**src/rtl/alu_pkg.sv**
```systemverilog
// Op-code constants and FSM state type shared by the execute-stage ALU and ALU control.
package alu_pkg;

   localparam logic [2:0] ALU_AND  = 3'd0;
   localparam logic [2:0] ALU_XOR  = 3'd1;
   localparam logic [2:0] ALU_SLL  = 3'd2;
   localparam logic [2:0] ALU_ADD  = 3'd3;
   localparam logic [2:0] ALU_SUB  = 3'd4;
   localparam logic [2:0] ALU_MUL  = 3'd5;
   localparam logic [2:0] ALU_SRAI = 3'd6;

   typedef enum logic {
      IDLE = 1'b0,
      MUL  = 1'b1
   } alu_state_e;

endpackage

```
**src/rtl/mul_iter.sv**
```systemverilog
// Iterative shift-add multiplier: one multiplier bit per cycle, WIDTH cycles after start.
module mul_iter #(
   parameter int WIDTH = 32
) (
   input  logic             clk_i,
   input  logic             rst_i,
   input  logic             start,
   input  logic [WIDTH-1:0] a,
   input  logic [WIDTH-1:0] b,
   output logic             done,
   output logic [WIDTH-1:0] product
);

   localparam int CW = (WIDTH > 1) ? $clog2(WIDTH) : 1;

   logic [WIDTH-1:0] mcd_q;
   logic [WIDTH-1:0] mpr_q;
   logic [WIDTH-1:0] acc_q;
   logic [WIDTH-1:0] acc_next;
   logic [CW-1:0]    cnt_q;
   logic             run_q;

   assign acc_next = acc_q + (mpr_q[0] ? mcd_q : '0);
   // done flags the final iteration so the product includes its partial sum.
   assign done     = run_q && (cnt_q == CW'(WIDTH - 1));
   assign product  = acc_next;

   always_ff @(posedge clk_i or negedge rst_i) begin
      if (!rst_i) begin
         mcd_q <= '0;
         mpr_q <= '0;
         acc_q <= '0;
         cnt_q <= '0;
         run_q <= 1'b0;
      end else if (start) begin
         mcd_q <= a;
         mpr_q <= b;
         acc_q <= '0;
         cnt_q <= '0;
         run_q <= 1'b1;
      end else if (run_q) begin
         acc_q <= acc_next;
         mcd_q <= mcd_q << 1;
         mpr_q <= mpr_q >> 1;
         cnt_q <= cnt_q + 1'b1;
         if (done)
            run_q <= 1'b0;
      end
   end

endmodule

```
**src/rtl/iter_alu.sv**
```systemverilog
// Execute-stage ALU: single-cycle logic/shift/add ops, multi-cycle multiply with stall.
//
// state | meaning
// IDLE  | ready for a request; single-cycle ops complete here
// MUL   | multiply in flight, busy_o stalls the pipeline
module iter_alu
   import alu_pkg::*;
#(
   parameter int WIDTH = 32
) (
   input  logic             clk_i,
   input  logic             rst_i,
   input  logic             valid_i,
   output logic             ready_o,
   input  logic [2:0]       aluop3_i,
   input  logic [WIDTH-1:0] a_i,
   input  logic [WIDTH-1:0] b_i,
   output logic [WIDTH-1:0] result_o,
   output logic             zero_o,
   output logic             valid_o,
   output logic             busy_o
);

   localparam int SW = (WIDTH > 1) ? $clog2(WIDTH) : 1;

   alu_state_e       state_q, state_d;
   logic [WIDTH-1:0] result_q, result_d;
   logic             zero_q, zero_d;
   logic             valid_q, valid_d;
   logic [WIDTH-1:0] alu_res;
   logic             mul_start;
   logic             mul_done;
   logic [WIDTH-1:0] mul_product;

   mul_iter #(.WIDTH(WIDTH)) u_mul (
      .clk_i   (clk_i),
      .rst_i   (rst_i),
      .start   (mul_start),
      .a       (a_i),
      .b       (b_i),
      .done    (mul_done),
      .product (mul_product)
   );

   // Reserved op code yields zero so the flag reads as a clean result.
   always_comb begin
      alu_res = '0;
      case (aluop3_i)
         ALU_AND:  alu_res = a_i & b_i;
         ALU_XOR:  alu_res = a_i ^ b_i;
         ALU_SLL:  alu_res = a_i << b_i[SW-1:0];
         ALU_ADD:  alu_res = a_i + b_i;
         ALU_SUB:  alu_res = a_i - b_i;
         ALU_SRAI: alu_res = $signed(a_i) >>> b_i[SW-1:0];
         default:  alu_res = '0;
      endcase
   end

   always_comb begin
      state_d   = state_q;
      result_d  = result_q;
      zero_d    = zero_q;
      valid_d   = 1'b0;
      mul_start = 1'b0;
      case (state_q)
         IDLE: begin
            if (valid_i) begin
               if (aluop3_i == ALU_MUL) begin
                  mul_start = 1'b1;
                  state_d   = MUL;
               end else begin
                  result_d = alu_res;
                  zero_d   = (alu_res == '0);
                  valid_d  = 1'b1;
               end
            end
         end
         MUL: begin
            if (mul_done) begin
               result_d = mul_product;
               zero_d   = (mul_product == '0);
               valid_d  = 1'b1;
               state_d  = IDLE;
            end
         end
         default: state_d = IDLE;
      endcase
   end

   always_ff @(posedge clk_i or negedge rst_i) begin
      if (!rst_i) begin
         state_q  <= IDLE;
         result_q <= '0;
         zero_q   <= 1'b1;
         valid_q  <= 1'b0;
      end else begin
         state_q  <= state_d;
         result_q <= result_d;
         zero_q   <= zero_d;
         valid_q  <= valid_d;
      end
   end

   assign ready_o  = (state_q == IDLE);
   assign busy_o   = (state_q == MUL);
   assign result_o = result_q;
   assign zero_o   = zero_q;
   assign valid_o  = valid_q;

endmodule

```
**config.mk**
```make
export PLATFORM = sky130hd
export DESIGN_NAME = iter_alu
export DESIGN_NICKNAME = d
export VERILOG_FILES = /design/src/rtl/alu_pkg.sv /design/src/rtl/mul_iter.sv /design/src/rtl/iter_alu.sv
export SDC_FILE = /design/constraint.sdc
export NUM_CORES = 1
export LEC_CHECK = 0
export CAP_MARGIN = 20
export CORE_ASPECT_RATIO = 0.8
export CORE_MARGIN = 1
export CORE_UTILIZATION = 45
export CTS_CLUSTER_DIAMETER = 60
export CTS_CLUSTER_SIZE = 24
export DETAILED_ROUTE_END_ITERATION = 8
export DONT_BUFFER_PORTS = 1
export PLACE_DENSITY = 0.59
export SLEW_MARGIN = 20
export SYNTH_ARGS = -nofsm -noshare
export SYNTH_HDL_FRONTEND = slang
export SYNTH_HIERARCHICAL = 1
export SYNTH_SLANG_ARGS = --single-unit
```
**constraint.sdc**
```tcl
create_clock -name clk_i -period 8.28 [get_ports clk_i]
set_input_delay 1.242 -clock clk_i [delete_from_list [all_inputs] [get_ports clk_i]]
set_output_delay 1.242 -clock clk_i [all_outputs]
set_load 0.01 [all_outputs]
```
==> results.toml <==
# generated from flow reports
[layout]
regArea_sq_mm = 0.00343
fin_area_sq_mm = 0.0163
fin_cells = 2315
logic_area_sq_mm = 0.0115
drive_gt1_share_pct = 7.52
n_fill_cell = 3400
nets = 2006
area_growth_pct = 4.14

[run]
max_cap_viol_count = 0
warning_count = 31

[setup_path]
reg2reg_setup_slack_ns = 3.48
critPathRequiredTime_ns = 8.65
arrival_ns = 6.65
crit_path_end_kind = "flop"
path_max_fanout = 60
start_kind = "input pin"
crit_type = "in -> reg"

[floorplanning]
ios = 106
rows = 60
die_h_microns = 169
chip_area_sq_mm = 0.0355
die_w_microns = 210

[power]
power.density_mw_per_mm2 = 274
ir_drop_mv = 0.275
p_leak_nw = 6.87

[clock_tree]
cts_buffers = 17
htreeDepth = 4
clock_latency_ns = 0.45
cts.sinks = 137
cts_setup_buffers = 0
cts_tree = "done"
cts_buffer_depth = 2
root_buffer = "clkbuf_16"
cts-resized-gates = 0
postCtsHoldBufs = 0
clkTransAtPathRegs_ns = 0.06

[synth]
ys_cells = 1942
async_reset_ff_share_pct = 100
edf_count = 0
ys_ff = 137
yosysMostFrequentCell = "nand2_1"
largest_area_cell = "dfrtp_1"
fp_nets = 2112
yosysSeqAreaShare_pct = 21.9
syn_area_sq_mm = 0.0156
yosysChipArea_sq_mm = 0.0156
synth.area.top_cells = "dfrtp_1, mux2i_1, ha_1"
ys_types = 97
synth.top_cell.area_share_pct = 21.8
yosysWarnings = 6
synthTopCellsByCount = "nand2_1, nor2_1, o21ai_0"
synth-main-ff-cell = "dfrtp_1"
syn_avg_cell_area_sq_um = 8.05
netlist_instances = 1942

[routing]
dr.pass1.iters = 6
drtAntennaViolNets = 0
drt_iter0_markers = 2221
vias_per_cell = 6.79
drcViolationCount = 0

[grt]
grt_usage_pct = 37.2
grt_pass1_wl_mm = 97.5
grt_max_degree = 138
grt_remaining_overflow = 0
grt_pass1_vias = 14600
antenna_found_initial = 2

[place]
placed_area_sq_mm = 0.0157
dp_slack_ns = 1.73
dp_hpwl_mm = 50.7
dp_cells = 2282
port_buffers = 0
gp_congestion = 1.03

[final_timing]
rsz0062_at_grt = "false"
drv_slew = 0
clock.fmax_mhz = 159
setup_ws_ns = 2.00
fin_skew_ns = 0.0138
timing.final.crit_period_ns = 6.28
hold_viol = 0
tightest_slew_ns = 1.16
setup-violations-final = 0
setup-tns-final_ns = 0
finalClockPeriodUsage_pct = 75.9
relSlewSlack_pct = 22.9

[hold_path]
hold_path.class = "in -> async"

[status]
outcome = "finished clean"
==> metal layers <==
metal / global-route usage, % / routed length (microns)
met2: 48.3 / 25400
met3: 10.0 / 7750
met5: 0 / 0
met1: 56.8 / 30700
met4: 13.8 / 2370
==> where the power goes <==
group,switching (mW),internal [mW]
registers,0.239,0.979
clock network,0.308,0.428
logic,1.55,0.954
==> flip-flops by register name, indices dropped and copies added (netlist names) <==
register	flops
result_o	32
u_mul/acc_q	32
u_mul/mcd_q	32
u_mul/mpr_q	32
u_mul/cnt_q	5
busy_o	1
u_mul/run_q	1
valid_o	1
zero_o	1
==> final timing paths <==
check                             endpoint  cells past startpoint            start
max                                 zero_o                     18           b_i[0]
max in group asynchronous           zero_o                      0            rst_i
min                         u_mul/cnt_q[2]                      0            rst_i
max reg2reg                         zero_o                     15   u_mul/mpr_q[0]
min reg2reg                u_mul/acc_q[21]                      1  u_mul/acc_q[21]
min in group clk_i         u_mul/acc_q[21]                      1  u_mul/acc_q[21]
==> worst max-delay path, cell delays in order <==
cell,delay [ns]
or2_1,0.52
nor3_1,0.87
nand4_1,0.30
or3_1,0.45
o31ai_1,0.26
xor2_1,0.20
ha_1,0.33
inv_1,0.10
o21bai_1,0.07
a21oi_1,0.37
o21a_1,0.18
o21ai_0,0.08
a2111oi_0,0.44
nand3_1,0.16
nor4_1,0.29
nand4_1,0.11
or4b_1,0.47
o21ai_1,0.14
==> cells by family after synthesis <==
logic type               count (synthesis)  synth area share, %
AND-OR/OR-AND                          617                 26.2
XOR/XNOR                                80                 4.48
adder cells (fa/ha/maj)                100                 8.10
buffers and inverters                  169                 4.71
flip-flops                             137                 21.9
multiplexers                           211                 15.6
AND/OR/NAND/NOR                        628                 18.9
==> layout make-up <==
class,count,area share (%)
antenna,1,0.0154
timing repair buffer,14,0.646
sequential,137,21.1
inverter,30,0.692
clock buffer,22,2.85
tap,465,3.57
multi-input combinational,1636,70.5
clock inverter,10,0.577
==> per-stage QoR <==
| stage | hold WS [ns] | total power [mW] |
|---|---|---|
| finish | 0.488 | 4.45 |
| global route | 0.472 | 4.76 |
| CTS | 0.469 | 4.43 |
| detailed placement | 0.486 | 3.67 |
| global placement | 0.485 | 3.65 |
| floorplan | 0.456 | 3.01 |
==> placed cells by master, fill, tap and decap left out, drive strengths merged, types with 25 or more instances in the layout <==
master	instances
o22ai	26
ha	98
inv	28
mux2i	151
mux2	42
nand3	28
xnor2	41
nand4	25
xor2	39
a211oi	25
nor2	185
a21o	33
o21ai	169
and2	42
nor3	30
o211ai	25
nand2	210
dfrtp	136
a21oi	136
### Congestion heat map

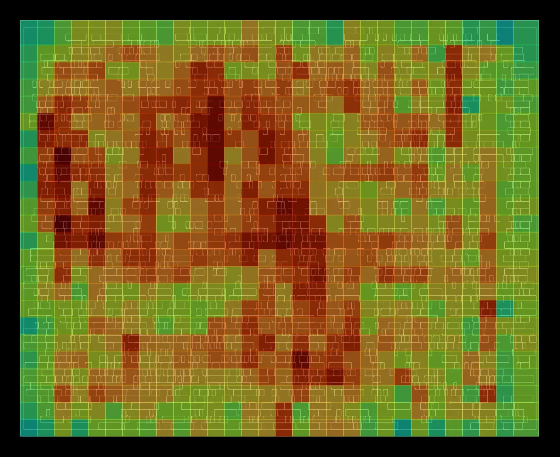
fin util: 48.0%
met3 usage: 10.0%
Avg WL per Cell: 28.6 microns
Top Usage Layer GRT: met1

### Placement density heat map

The die is cut into 21 by 17 equal tiles; white is low, dark blue is high, 0 to 100% covered.
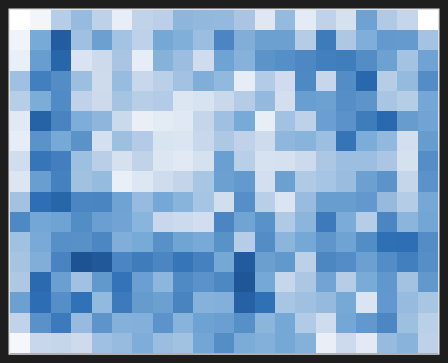
0.60% of the tiles are nearly empty. The mean over all tiles is 44%. 3.9% of the tiles are over 75% full.
Init Core Util: 46.1%
core area: 0.0339 sq mm

### The metal 4 layer

Scale bar: 50 microns. Supply wires on this layer in gray. Cells faint in the background.
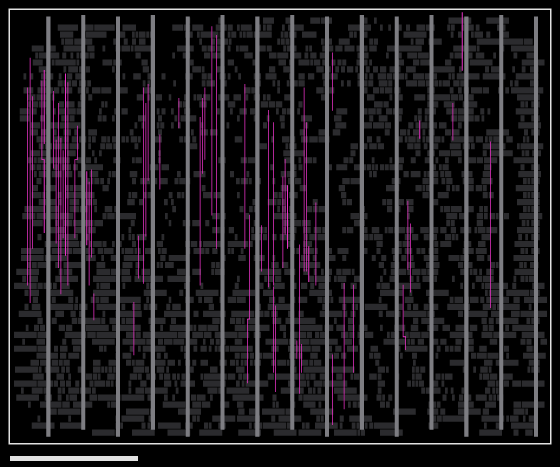
The layer carries 2,370 microns of wire. The layer holds 3.6% of the routed length. 48 nets have wire on it. The wires run mostly vertical. The longest straight run is 95.2 microns.
total wire length: 66.3 mm
DR vias: 15,700

Power figures rest on the tool's default switching activity, not on a simulated workload.
